$ cat src/rtl/if_stage.sv
// Instruction-fetch stage: PC register, ROM word addressing and the IF/ID register.
// Define FETCH_HALT_EN to compile in the HALTED state and halt-word (CBZ XZR,#0) detection.
module if_stage #(
  parameter int N  = 64,
  parameter int AW = 6
) (
  input  logic          clk,
  input  logic          reset_n,
  output logic [AW-1:0] imem_addr,
  input  logic [31:0]   imem_q,
  input  logic          stall_i,
  input  logic          pcsrc_i,
  input  logic [N-1:0]  branch_target_i,
  output logic [N-1:0]  pc_o,
  output logic [N-1:0]  if_id_pc_o,
  output logic [31:0]   if_id_instr_o,
  output logic          if_id_valid_o,
  output logic          halt_o
);

  // state  | meaning
  // RUN    | fetching sequentially, reacting to stall/branch
  // HALTED | halt word captured; PC frozen, IF/ID fed bubbles until a branch
  typedef enum logic {RUN, HALTED} state_t;

  localparam logic [31:0] HALT_WORD = 32'hb400001f;

  state_t       state_q, state_d;
  logic [N-1:0] pc_q, pc_d;
  logic [N-1:0] id_pc_q, id_pc_d;
  logic [31:0]  id_instr_q, id_instr_d;
  logic         id_valid_q, id_valid_d;
  logic [N-1:0] target;
  logic         unused_target_lsbs;

  assign target             = {branch_target_i[N-1:2], 2'b00};
  assign unused_target_lsbs = ^branch_target_i[1:0];

  always_ff @(posedge clk or negedge reset_n) begin
    if (!reset_n) begin
      state_q    <= RUN;
      pc_q       <= '0;
      id_pc_q    <= '0;
      id_instr_q <= '0;
      id_valid_q <= 1'b0;
    end else begin
      state_q    <= state_d;
      pc_q       <= pc_d;
      id_pc_q    <= id_pc_d;
      id_instr_q <= id_instr_d;
      id_valid_q <= id_valid_d;
    end
  end

  always_comb begin
    state_d    = state_q;
    pc_d       = pc_q;
    id_pc_d    = id_pc_q;
    id_instr_d = id_instr_q;
    id_valid_d = id_valid_q;
    if (pcsrc_i) begin
      // Redirect wins over stall in every state and squashes the wrong-path fetch.
      state_d    = RUN;
      pc_d       = target;
      id_pc_d    = '0;
      id_instr_d = '0;
      id_valid_d = 1'b0;
    end else if (!stall_i) begin
      case (state_q)
        RUN: begin
          id_pc_d    = pc_q;
          id_instr_d = imem_q;
          id_valid_d = 1'b1;
          pc_d       = pc_q + N'(4);
`ifdef FETCH_HALT_EN
          if (imem_q == HALT_WORD) begin
            pc_d    = pc_q;
            state_d = HALTED;
          end
`endif
        end
        HALTED: begin
          id_pc_d    = '0;
          id_instr_d = '0;
          id_valid_d = 1'b0;
        end
        default: state_d = RUN;
      endcase
    end
  end

  assign imem_addr     = pc_q[AW+1:2];
  assign pc_o          = pc_q;
  assign if_id_pc_o    = id_pc_q;
  assign if_id_instr_o = id_instr_q;
  assign if_id_valid_o = id_valid_q;

`ifdef FETCH_HALT_EN
  assign halt_o = (state_q == HALTED);
`else
  assign halt_o = 1'b0;
`endif

endmodule

$ cat config.mk
export PLATFORM = sky130hd
export DESIGN_NAME = if_stage
export DESIGN_NICKNAME = d
export VERILOG_FILES = /design/src/rtl/if_stage.sv
export SDC_FILE = /design/constraint.sdc
export NUM_CORES = 1
export LEC_CHECK = 0
export CAP_MARGIN = 20
export CELL_PAD_IN_SITES_DETAIL_PLACEMENT = 1
export CELL_PAD_IN_SITES_GLOBAL_PLACEMENT = 1
export CORE_AREA = 2 2 153 170
export CTS_BUF_LIST = sky130_fd_sc_hd__clkbuf_4
export DETAILED_ROUTE_END_ITERATION = 10
export DIE_AREA = 0 0 155 172
export PLACE_DENSITY = 0.76
export SLEW_MARGIN = 20
export SYNTH_ARGS = -nofsm -noshare
export SYNTH_HDL_FRONTEND = slang
export SYNTH_SLANG_ARGS = --single-unit
$ cat constraint.sdc
create_clock -name clk -period 3 [get_ports clk]
set_input_delay 0.75 -clock clk [delete_from_list [all_inputs] [get_ports clk]]
set_output_delay 0.75 -clock clk [all_outputs]
set_load 0.05 [all_outputs]
run_1/ff_map.png
Scale: 3 px per um.
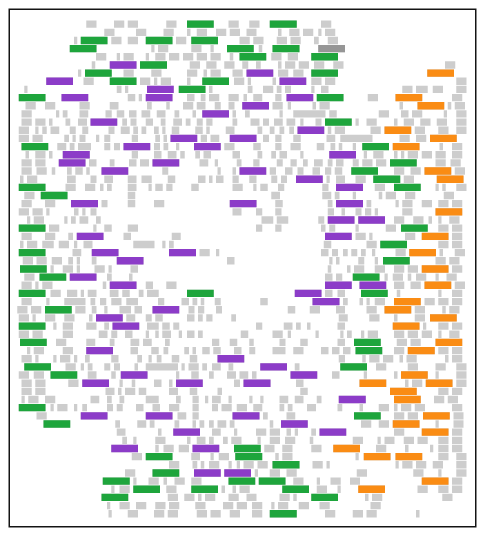
legend:
  pc_o:
    color: purple
    placed_flops: 62
  if_id_instr_o:
    color: orange
    placed_flops: 32
    where: a column on the right
  if_id_pc_o:
    color: green
    placed_flops: 63
    where: all over the die
not colored: 1

run_1/port_trees.png
Scale: 3 px per um.
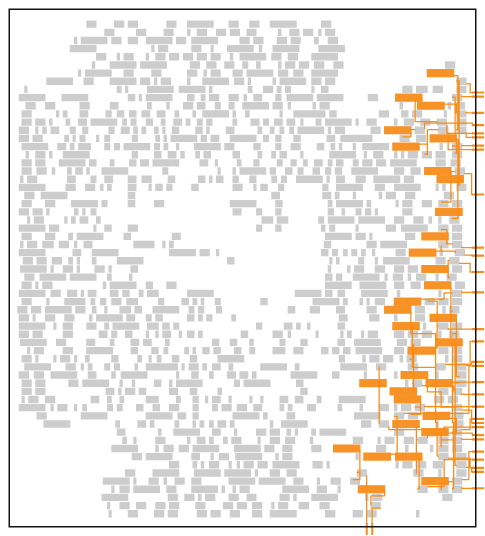
legend:
  if_id_instr_o:
    color: orange
    bits: 32
    direction: output
    edge: 30 right, 2 bottom
    end_cells: 32
    buffers: 32
    wire: 956 um

run_1/placed.png
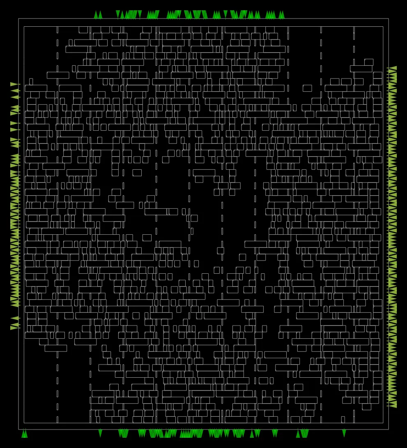
num rows: 61
FILL cells: 2802
share of cell area taken by flip-flops and latches: 35.8%
FFs & Latches: 158
final core area utilization: 44.2%

## run 1: cell families (layout without fill, tap and decap cells)
| kind of cell | after synthesis | count (layout) | synth area share [%] |
|---|---|---|---|
| buffers and inverters | 62 | 345 | 3.71 |
| other | 1 | 6 | 0.0494 |
| XOR/XNOR | 48 | 48 | 5.54 |
| adder cells (fa/ha/maj) | 1 | 1 | 0.165 |
| multiplexers | 95 | 95 | 12.6 |
| AND/OR/NAND/NOR | 320 | 320 | 20.5 |
| flip-flops | 158 | 158 | 52.1 |
| AND-OR/OR-AND | 74 | 74 | 5.38 |
## run 1: flip-flops by register name, summed over array words and instances (netlist names)
signal         cells
pc_o              62
if_id_pc_o        63
if_id_instr_o     32
if_id_valid_o      1
==> datasheet_impl.txt, run 1 <==
Characteristics after synthesis and place and route

Parameter                              Value

Floorplan
  Top-level port count .................. between 200 and 300
  Well-Tap Cells .................. around 320
  Vertical die size .................. roughly 170 um
  Core outline area .................. 25000 sq um
  Initial cell density of the core .................. 30.4%

Global route
  Met3 capacity usage during global routing .................. under 10%
  Met1 Usage GRT .................. 24.5%
  Pin count of the biggest net entering global routing .................. around 80

Drt
  Length of routed met3 wiring .................. about 1800 um
  Met1 wire length .................. roughly 11000 um
  Top layer reached by signal wires .................. met4
  Detailed Route WL .................. roughly 26000 um
  Met2 Wirelength .................. between 10000 and 15000 um
  Detail-routed net length per standard cell .................. about 19 um

Worst setup path
  Beginning of the worst register-to-register path .................. pc_o[44]$_DFFE_PN0N_
  Arr. time, crit path .................. between 2 and 2.5 ns
  Startpoint of the most critical setup path .................. pc_o[7]$_DFFE_PN0N_
  Internal reg-to-reg setup slack .................. around 0.32 ns
  Critical path's largest stage delay .................. a little under 0.9 ns
  Crit-path max FO .................. 7
  Crit path cell chain .................. clkdlybuf4s50_1
  Register-to-Register Path Depth .................. 5
  Kind of cell adding the most delay to the critical path .................. buffers and inverters
  Crit. path cell count .................. 1
  Critical path startpoint category .................. register

Final layout
  Area taken by flip-flops and latches .................. slightly below 4000 sq um
  Number of signal-net inverters in the final layout .................. 7
  Leading cell types in the layout, fill and taps excluded .................. sky130_fd_sc_hd__clkdlybuf4s50_1, sky130_fd_sc_hd__dfrtp_1, sky130_fd_sc_hd__nor2_1
  Non-filler cells, final .................. roughly 1400
  Plain + repair buffers .................. ~310
  Multi-input comb cells .................. 541
  Combinational share of cell area .................. a little under a third
  Clock buffer and inverter area fraction after layout .................. roughly 2.8%

Placed design
  Placed cell count .................. between 1000 and 1500
  GP Congestion .................. roughly 0.75

Synthesis
  Async set or reset register ratio after synthesis .................. 100%
  Flip-flop cell with the highest count after synthesis .................. sky130_fd_sc_hd__dfrtp_1
  Top-area cell share .................. between 50% and 60%
  Most common cell in the netlist .................. sky130_fd_sc_hd__dfrtp_1

Power and ir drop
  Sw Ratio .................. a little under two fifths
  Power of the combinational group .................. 1.64 mW
  Maximum VDD drop .................. between 0.0002 and 0.00025 V
  Largest Pwr Group .................. sequential cells
  Pwr dens .................. around 500 nW/um^2
  Sequential cell fraction of total power .................. between 40% and 50%
  Overall power .................. between 5 and 6 mW
  Clock group power .................. roughly 1.5 mW
  Total leakage power .................. around 4.7 nW
  Combinational cell fraction of total power .................. between 20% and 30%

CTS
  TritonCTS Buffers .................. 17
  Clk latency late pin .................. 0.57 ns

Run
  Tool warnings .................. 28

Timing
  Shortest period the worst path allows .................. 2.76 ns
  Number of hold violations in the final report .................. 0
  Slew HR .................. between 40% and 50%
  Final period util .................. 91.9%
  Worst hold slack after final layout .................. about 0.14 ns

Outcome
  Result of the run .................. finished, final reports clean
==> inputs of run 2 (changes only) <==
CORE_AREA = 2 2 160 162   (was 2 2 153 170)
DIE_AREA = 0 0 162 164   (was 0 0 155 172)
==> datasheet_impl.txt, run 2 <==
Characteristics after synthesis and place and route

Parameter                              Value

Worst setup path
  Kind of cell adding the most delay to the critical path .................. buffers and inverters
  Startpoint of the most critical setup path .................. pc_o[4]$_DFFE_PN0N_
  Internal reg-to-reg setup slack .................. about 0.30 ns
  Beginning of the worst register-to-register path .................. pc_o[43]$_DFFE_PN0N_
  Register-to-Register Path Depth .................. 5
  Critical path startpoint category .................. register
  Arr. time, crit path .................. about 2.0 ns
  Crit path cell chain .................. clkdlybuf4s50_1
  Critical path's largest stage delay .................. between 0.8 and 0.9 ns
  Crit-path max FO .................. 8

CTS
  Clk latency late pin .................. 0.57 ns
  TritonCTS Buffers .................. 17
  Worst-case clock buffer depth .................. 2

Drt
  Detailed Route WL .................. ~26000 um
  Top layer reached by signal wires .................. met4
  Met1 wire length .................. 11300 um
  Length of routed met3 wiring .................. 1770 um
  Detail-routed net length per standard cell .................. approximately 19 um
  Met2 Wirelength .................. about 12000 um

Floorplan
  Num rows .................. between 50 and 60
  Top-level port count .................. ~270
  Initial cell density of the core .................. 30.6%
  Vertical die size .................. 164 um

Synthesis
  Cells after synthesis .................. approximately 760
  Largest area contributor in the netlist .................. sky130_fd_sc_hd__dfrtp_1
  Multiplexer share .................. around an eighth
  Simple-Gate Fraction of Synth Area .................. 20.5%
  Most common cell in the netlist .................. sky130_fd_sc_hd__dfrtp_1
  Synth Area in XOR/XNOR .................. 5.54%
  Top-area cell share .................. 52.1%
  Dominant kind of combinational cell .................. simple AND/OR/NAND/NOR gates
  Adder Share, Synth .................. less than 1%
  AND-OR/OR-AND Cells, Area Fraction .................. under 10%

Placed design
  Placed cell count .................. approximately 1300
  Total of buffers placed on input and output ports .................. approximately 260
  GP Congestion .................. approximately 0.76

Timing
  Shortest period the worst path allows .................. 2.77 ns
  Number of hold violations in the final report .................. 0
  Slew HR .................. between 30% and 40%
  Final period util .................. 92.3%

Power and ir drop
  Sw Ratio .................. a little under two fifths
  Maximum VDD drop .................. about 0.0002 V
  Sequential cell fraction of total power .................. between 40% and 50%
  Total leakage power .................. about 4.6 nW
  Portion of total power attributed to the clock network .................. about a quarter
  Pwr dens .................. slightly above 500 nW/um^2
  Largest Pwr Group .................. sequential cells
  Clock group power .................. roughly 1.4 mW
  Combinational cell fraction of total power .................. between 20 and 30%

Run
  Tool warnings .................. 30

Global route
  Pin count of the biggest net entering global routing .................. 126
  Overall routing resource usage .................. just under 20%
  Met3 capacity usage during global routing .................. just over 6%
  Met1 Usage GRT .................. 24.8%

Final layout
  Non-filler cells, final .................. approximately 1400
  Leading cell types in the layout, fill and taps excluded .................. sky130_fd_sc_hd__clkdlybuf4s50_1, sky130_fd_sc_hd__dfrtp_1, sky130_fd_sc_hd__nor2_1
  Number of flip-flops in the largest register .................. roughly 63
  FILL cells .................. ~2800

Outcome
  Result of the run .................. finished, final reports clean
[run 2: metrics by stage]
step                cell area, sq um  util, %  power [mW]  hold WS (ns)
detailed placement             10700     42.9        4.13         0.515
floorplan                       7590        -        3.43         0.454
global placement               10700     42.9        4.10         0.502
global route                   11000     44.1        5.79         0.123
finish                         11000     44.1        5.51         0.134
CTS                            11000     44.1        5.60         0.123
[run 2: cell type report]
class | count | area [sq um] | area share (%)
timing repair buffer | 296 | 2910 | 26.5
sequential | 158 | 3950 | 36.1
clock buffer | 18 | 135 | 1.23
inverter | 7 | 26.3 | 0.240
tap | 330 | 413 | 3.77
clock inverter | 13 | 161 | 1.47
multi-input combinational | 541 | 3360 | 30.7
run_2/ff_map.png
Scale: 3 px per um.
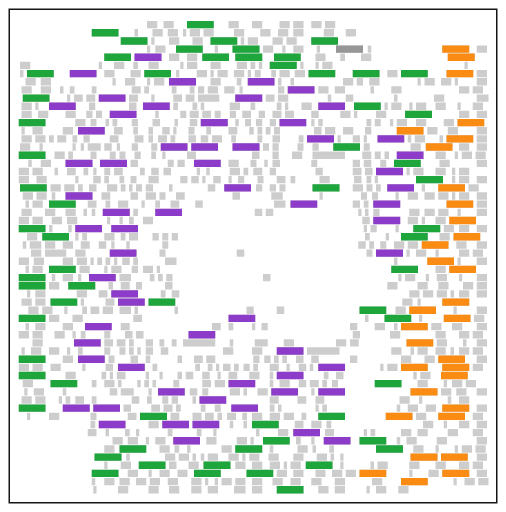
legend:
  if_id_pc_o:
    color: green
    placed_flops: 63
    where: all over the die
  pc_o:
    color: purple
    placed_flops: 62
    where: all over the die
  if_id_instr_o:
    color: orange
    placed_flops: 32
    where: a column on the right
not colored: 1

run_2/route_heat.png
Scale: 2 px per um. 32 x 33 tiles, from dark blue (low) to red (high), scaled to the fullest tile. Values are wire area over tile area, all layers added.
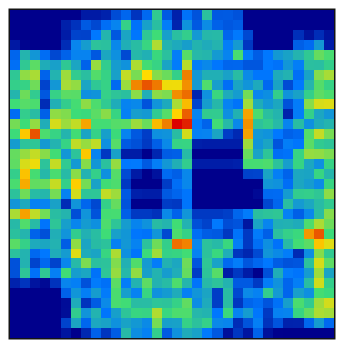
nearly empty tiles: 11%
fullest tile: 0.47
emptiest ninth of the die: middle
densest ninth of the die: left middle
tiles over half the peak: 19%

run_2/layers.png
Scale: 2 px per um. Only two layers are drawn.
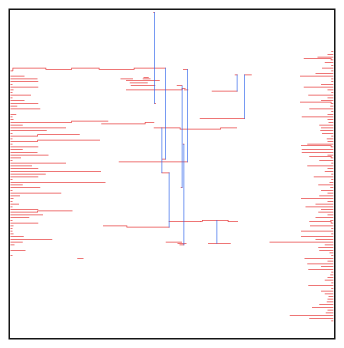
legend:
  M3:
    color: red
    wire_length: 1770 um
  M4:
    color: blue
    wire_length: 330 um

Power and IR drop assume default switching activity.
